==> src/rtl/wb_arbiter.sv <==
// wb_arbiter: shares one writeback/completion bus among FU_COUNT functional
// units. Each FU drops its finished result into a one-entry holding slot; a
// round-robin arbiter moves one slot per cycle into a registered output stage
// that drives the PRF write port, ROB completion and the wakeup broadcast.
//
// Ports:
//   clk, rst              clock, asynchronous active-low reset
//   flush                 synchronous squash of every held and output result
//   fu_in_*               per-FU result payload and its valid
//   fu_ready              per-FU slot accepts a result this cycle
//   wb_ready              consumer accepts the output stage this cycle
//   wb_*                  output stage: valid, inst id, PRNs, data,
//                         per-operand write enables (qualified by wb_valid)
//   wb_src                FU index whose result sits in the output stage
//   rr_ptr                round-robin search start (debug visibility)
//
// Handshake: every interface moves a result on a rising edge where its
// valid and ready are both 1. A producer keeps valid and payload stable until
// that edge; ready may depend combinationally on downstream ready (fu_ready
// follows wb_ready) so a slot can refill on the same edge it drains.
module wb_arbiter #(
  parameter int FU_COUNT     = 4,
  parameter int INST_ID_BITS = 6,
  parameter int PRN_BITS     = 6,
  parameter int MAX_OPERANDS = 3,
  localparam int SRC_W       = (FU_COUNT > 1) ? $clog2(FU_COUNT) : 1
) (
  input  logic                    clk,
  input  logic                    rst,
  input  logic                    flush,
  input  logic [FU_COUNT-1:0]     fu_in_valid,
  input  logic [INST_ID_BITS-1:0] fu_in_inst_id    [FU_COUNT],
  input  logic [PRN_BITS-1:0]     fu_in_prn        [FU_COUNT][MAX_OPERANDS],
  input  logic [63:0]             fu_in_data       [FU_COUNT][MAX_OPERANDS],
  input  logic [MAX_OPERANDS-1:0] fu_in_data_valid [FU_COUNT],
  output logic [FU_COUNT-1:0]     fu_ready,
  input  logic                    wb_ready,
  output logic                    wb_valid,
  output logic [INST_ID_BITS-1:0] wb_inst_id,
  output logic [PRN_BITS-1:0]     wb_prn  [MAX_OPERANDS],
  output logic [63:0]             wb_data [MAX_OPERANDS],
  output logic [MAX_OPERANDS-1:0] wb_data_valid,
  output logic [SRC_W-1:0]        wb_src,
  output logic [SRC_W-1:0]        rr_ptr
);

  // Holding slots
  logic [FU_COUNT-1:0]     slot_valid;
  logic [INST_ID_BITS-1:0] slot_inst_id [FU_COUNT];
  logic [PRN_BITS-1:0]     slot_prn     [FU_COUNT][MAX_OPERANDS];
  logic [63:0]             slot_data    [FU_COUNT][MAX_OPERANDS];
  logic [MAX_OPERANDS-1:0] slot_dv      [FU_COUNT];

  // Output stage write enables before qualification by wb_valid
  logic [MAX_OPERANDS-1:0] wb_dv_q;

  logic                out_free;
  logic                grant_any;
  logic [SRC_W-1:0]    grant_idx;
  logic [FU_COUNT-1:0] grant;
  logic [SRC_W-1:0]    scan_idx;
  logic [SRC_W-1:0]    rr_next;

  assign out_free = !wb_valid || wb_ready;

  // Round-robin search starting at rr_ptr; first valid slot wins.
  always_comb begin
    grant     = '0;
    grant_any = 1'b0;
    grant_idx = '0;
    scan_idx  = '0;
    if (out_free) begin
      for (int o = 0; o < FU_COUNT; o++) begin
        scan_idx = SRC_W'((int'(rr_ptr) + o) % FU_COUNT);
        if (!grant_any && slot_valid[scan_idx]) begin
          grant_any         = 1'b1;
          grant_idx         = scan_idx;
          grant[scan_idx]   = 1'b1;
        end
      end
    end
  end

  assign rr_next = (grant_idx == SRC_W'(FU_COUNT - 1)) ? '0 : grant_idx + SRC_W'(1);

  // A granted slot is emptying this edge, so it may take a new result at once.
  // rst gates ready so FUs see no acceptance while the block is in reset.
  always_comb begin
    fu_ready = '0;
    if (rst && !flush) fu_ready = ~slot_valid | grant;
  end

  assign wb_data_valid = wb_valid ? wb_dv_q : '0;

  always_ff @(posedge clk or negedge rst) begin
    if (!rst) begin
      slot_valid <= '0;
      wb_valid   <= 1'b0;
      wb_inst_id <= '0;
      wb_dv_q    <= '0;
      wb_src     <= '0;
      rr_ptr     <= '0;
      for (int i = 0; i < FU_COUNT; i++) begin
        slot_inst_id[i] <= '0;
        slot_dv[i]      <= '0;
        for (int j = 0; j < MAX_OPERANDS; j++) begin
          slot_prn[i][j]  <= '0;
          slot_data[i][j] <= '0;
        end
      end
      for (int j = 0; j < MAX_OPERANDS; j++) begin
        wb_prn[j]  <= '0;
        wb_data[j] <= '0;
      end
    end else if (flush) begin
      // Squash everything in flight; the arbitration pointer is kept.
      slot_valid <= '0;
      wb_valid   <= 1'b0;
    end else begin
      for (int i = 0; i < FU_COUNT; i++) begin
        if (fu_in_valid[i] && fu_ready[i]) begin
          // Capture wins over drain: a granted slot refilled this edge stays full.
          slot_valid[i]   <= 1'b1;
          slot_inst_id[i] <= fu_in_inst_id[i];
          slot_dv[i]      <= fu_in_data_valid[i];
          for (int j = 0; j < MAX_OPERANDS; j++) begin
            slot_prn[i][j]  <= fu_in_prn[i][j];
            slot_data[i][j] <= fu_in_data[i][j];
          end
        end else if (grant[i]) begin
          slot_valid[i] <= 1'b0;
        end
      end
      if (grant_any) begin
        wb_valid   <= 1'b1;
        wb_src     <= grant_idx;
        wb_inst_id <= slot_inst_id[grant_idx];
        wb_dv_q    <= slot_dv[grant_idx];
        for (int j = 0; j < MAX_OPERANDS; j++) begin
          wb_prn[j]  <= slot_prn[grant_idx][j];
          wb_data[j] <= slot_data[grant_idx][j];
        end
        rr_ptr <= rr_next;
      end else if (out_free) begin
        wb_valid <= 1'b0;
      end
    end
  end

endmodule

==> config.mk <==
export PLATFORM = sky130hd
export DESIGN_NAME = wb_arbiter
export DESIGN_NICKNAME = d
export VERILOG_FILES = /design/src/rtl/wb_arbiter.sv
export SDC_FILE = /design/constraint.sdc
export NUM_CORES = 2
export LEC_CHECK = 0
export ABC_AREA = 1
export ABC_CLOCK_PERIOD_IN_PS = 2700
export CAP_MARGIN = 20
export CORE_AREA = 2 2 435 437
export DETAILED_ROUTE_END_ITERATION = 12
export DIE_AREA = 0 0 437 439
export DONT_BUFFER_PORTS = 1
export PLACE_DENSITY = 0.52
export REMOVE_ABC_BUFFERS = 1
export SLEW_MARGIN = 10
export SYNTH_ARGS = -nofsm -noshare
export SYNTH_HDL_FRONTEND = slang
export SYNTH_SLANG_ARGS = --single-unit
==> constraint.sdc <==
create_clock -name clk -period 2.7 [get_ports clk]
set_input_delay 0.405 -clock clk [delete_from_list [all_inputs] [get_ports clk]]
set_output_delay 0.405 -clock clk [all_outputs]
set_load 0.02 [all_outputs]
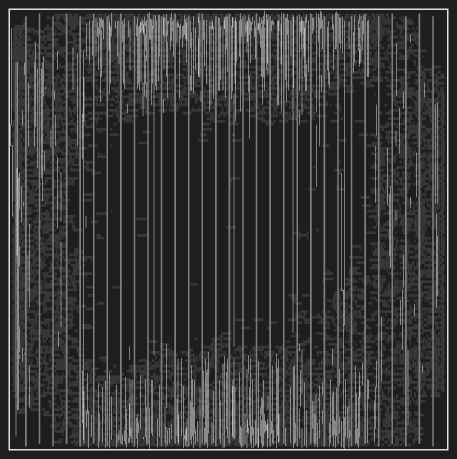
(met4 routing)
Scale: 1 px per um. Supply wires on this layer in gray. Cells faint in the background.
longest straight run: 389 um
share of all routed wire: 7.7%
main direction: vertical

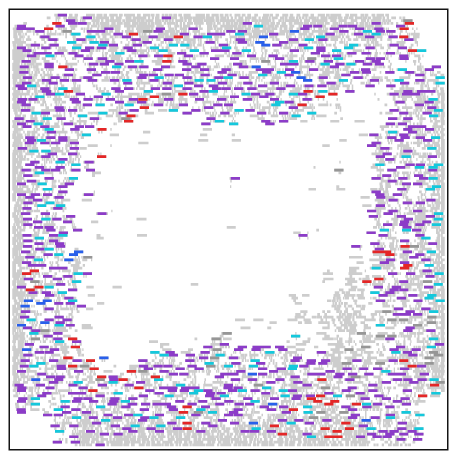
(sequential cells grouped by signal name)
Scale: 1 px per um.
[slot_data] purple | sequential cells: 768 | where: widely spread
[slot_prn] red | sequential cells: 72 | where: widely spread
[slot_inst_id] blue | sequential cells: 24 | where: widely spread
[wb_data] cyan | sequential cells: 192 | where: widely spread

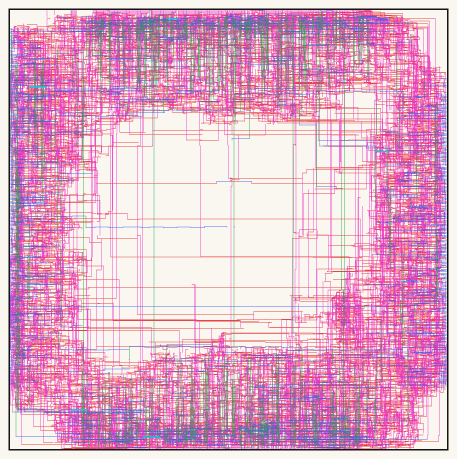
(metal layers overlaid)
Scale: 1 px per um.
[metal 2] magenta | wire length: 113 mm
[metal 5] cyan | wire length: 66.2 um
[metal 1] red | wire length: 99.2 mm
[metal 4] green | wire length: 19500 um
[metal 3] blue | wire length: 22.2 mm

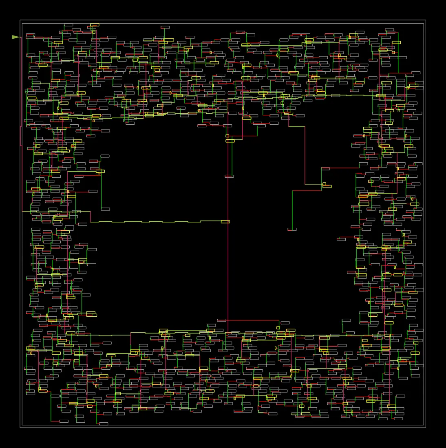
(clock nets)
Clock Skew: 27.0 ps
clk pwr: 0.0184 W
Latency at later pin: 790 ps
clkbuf count: 201
CTS Buf Count: 133

==> flow_summary_export.csv <==
group,metric,value,unit
outcome,status,"finished with violations",
outcome,violations,"setup timing",
power_and_ir_drop,p_seq_share,27.5,%
setup_path,end_kind,"primary output",
power_and_ir_drop,power_leakage,38.4,nW
final_layout,final_layout_size_suffix_gt1_share,9.44,%
setup_path,worstSetupPathType,"flop to primary output",
final_layout,stdcell_count,10600,
final_layout,final_core_util,40.2,%
setup_path,path_depth,11,
final_layout,regArea,0.0276,mm^2
final_layout,seq_share,36.7,%
setup_path,critPathBufInv,3,
setup_path,ff2ff_path_depth,15,
timing,finalSetupViolCount,8,
setup_path,path_cells,"inv_6 -> ha_4 -> inv_4 -> nand3_2 -> nand2_2 -> nor2_4 -> a21oi_1 -> nand3_1 -> nand2_2 -> a21boi_4 -> buf_6",
final_layout,final_cell_mix,"2743 x nand2_1, 1101 x dfrtp_1, 893 x dlygate4sd3_1, 881 x nand4_1, 753 x nand3_1",
place,io_buffers,0,
routing,drc,0,
final_layout,clkCellAreaFrac,5.85,%
setup_path,required,2300,ps
setup_path,critical_path.max_fanout,5,
clocking,cts_tree,"built",
synthesis,yosysSeqAreaShare,50.6,%
timing,tightest_slew,1120,ps
timing,setup_slack,-292,ps
setup_path,endpoint,"fu_ready[1]",
place,place_ws,-51.1,ps
final_layout,fill_cells,18500,
synthesis,edf_count,0,
worst_hold_path,min_path_type,"input port to flop",
power_and_ir_drop,comb-power,0.0577,W
synthesis,top_area_cell,"dfrtp_1",
final_layout,insertedDiodeCount,8,
place,dpl.hpwl,151000,um
worst_hold_path,whs_path_depth,2,
synthesis,synthCells,7082,
place,gp_congestion,0.890,
floorplanning,die_area,0.192,mm^2
final_layout,n_all_buffers,1355,
power_and_ir_drop,p_int,0.0574,W
setup_path,crit_path_frequent_cell,"nand2_2",
synthesis,ys_cells,7082,
setup_path,startpoint,"rr_ptr[0]",
power_and_ir_drop,pwr_density_cell,1400,mW/mm^2
synthesis,ys_warn_count,0,
## kinds of logic after synthesis
kind of cell	share of synthesized area, %
and+or+nand+nor	39.3
buffers and inverters	9.65
DFF	50.6
adders and majority gates	0.206
AOI/OAI and AO/OA	0.259
## state kept, by name (all words and copies together), names as in the netlist
signal	flops
slot_prn	72
slot_inst_id	24
wb_valid	1
wb_inst_id	6
slot_valid	4
wb_prn	18
slot_data	768
wb_dv_q	3
rr_ptr	2
slot_dv	12
wb_data	192
wb_src	2
## routing by layer
metal | vias to the layer above | global-route usage (%) | share of wire, %
met5 | - | 0 | 0.026
li1 | 24700 | - | -
met2 | 3074 | 36.4 | 45
met4 | 10 | 15.1 | 7.7
met1 | 26200 | 28.8 | 39
met3 | 912 | 5.05 | 8.7
Power is estimated from default activity; no workload was simulated.
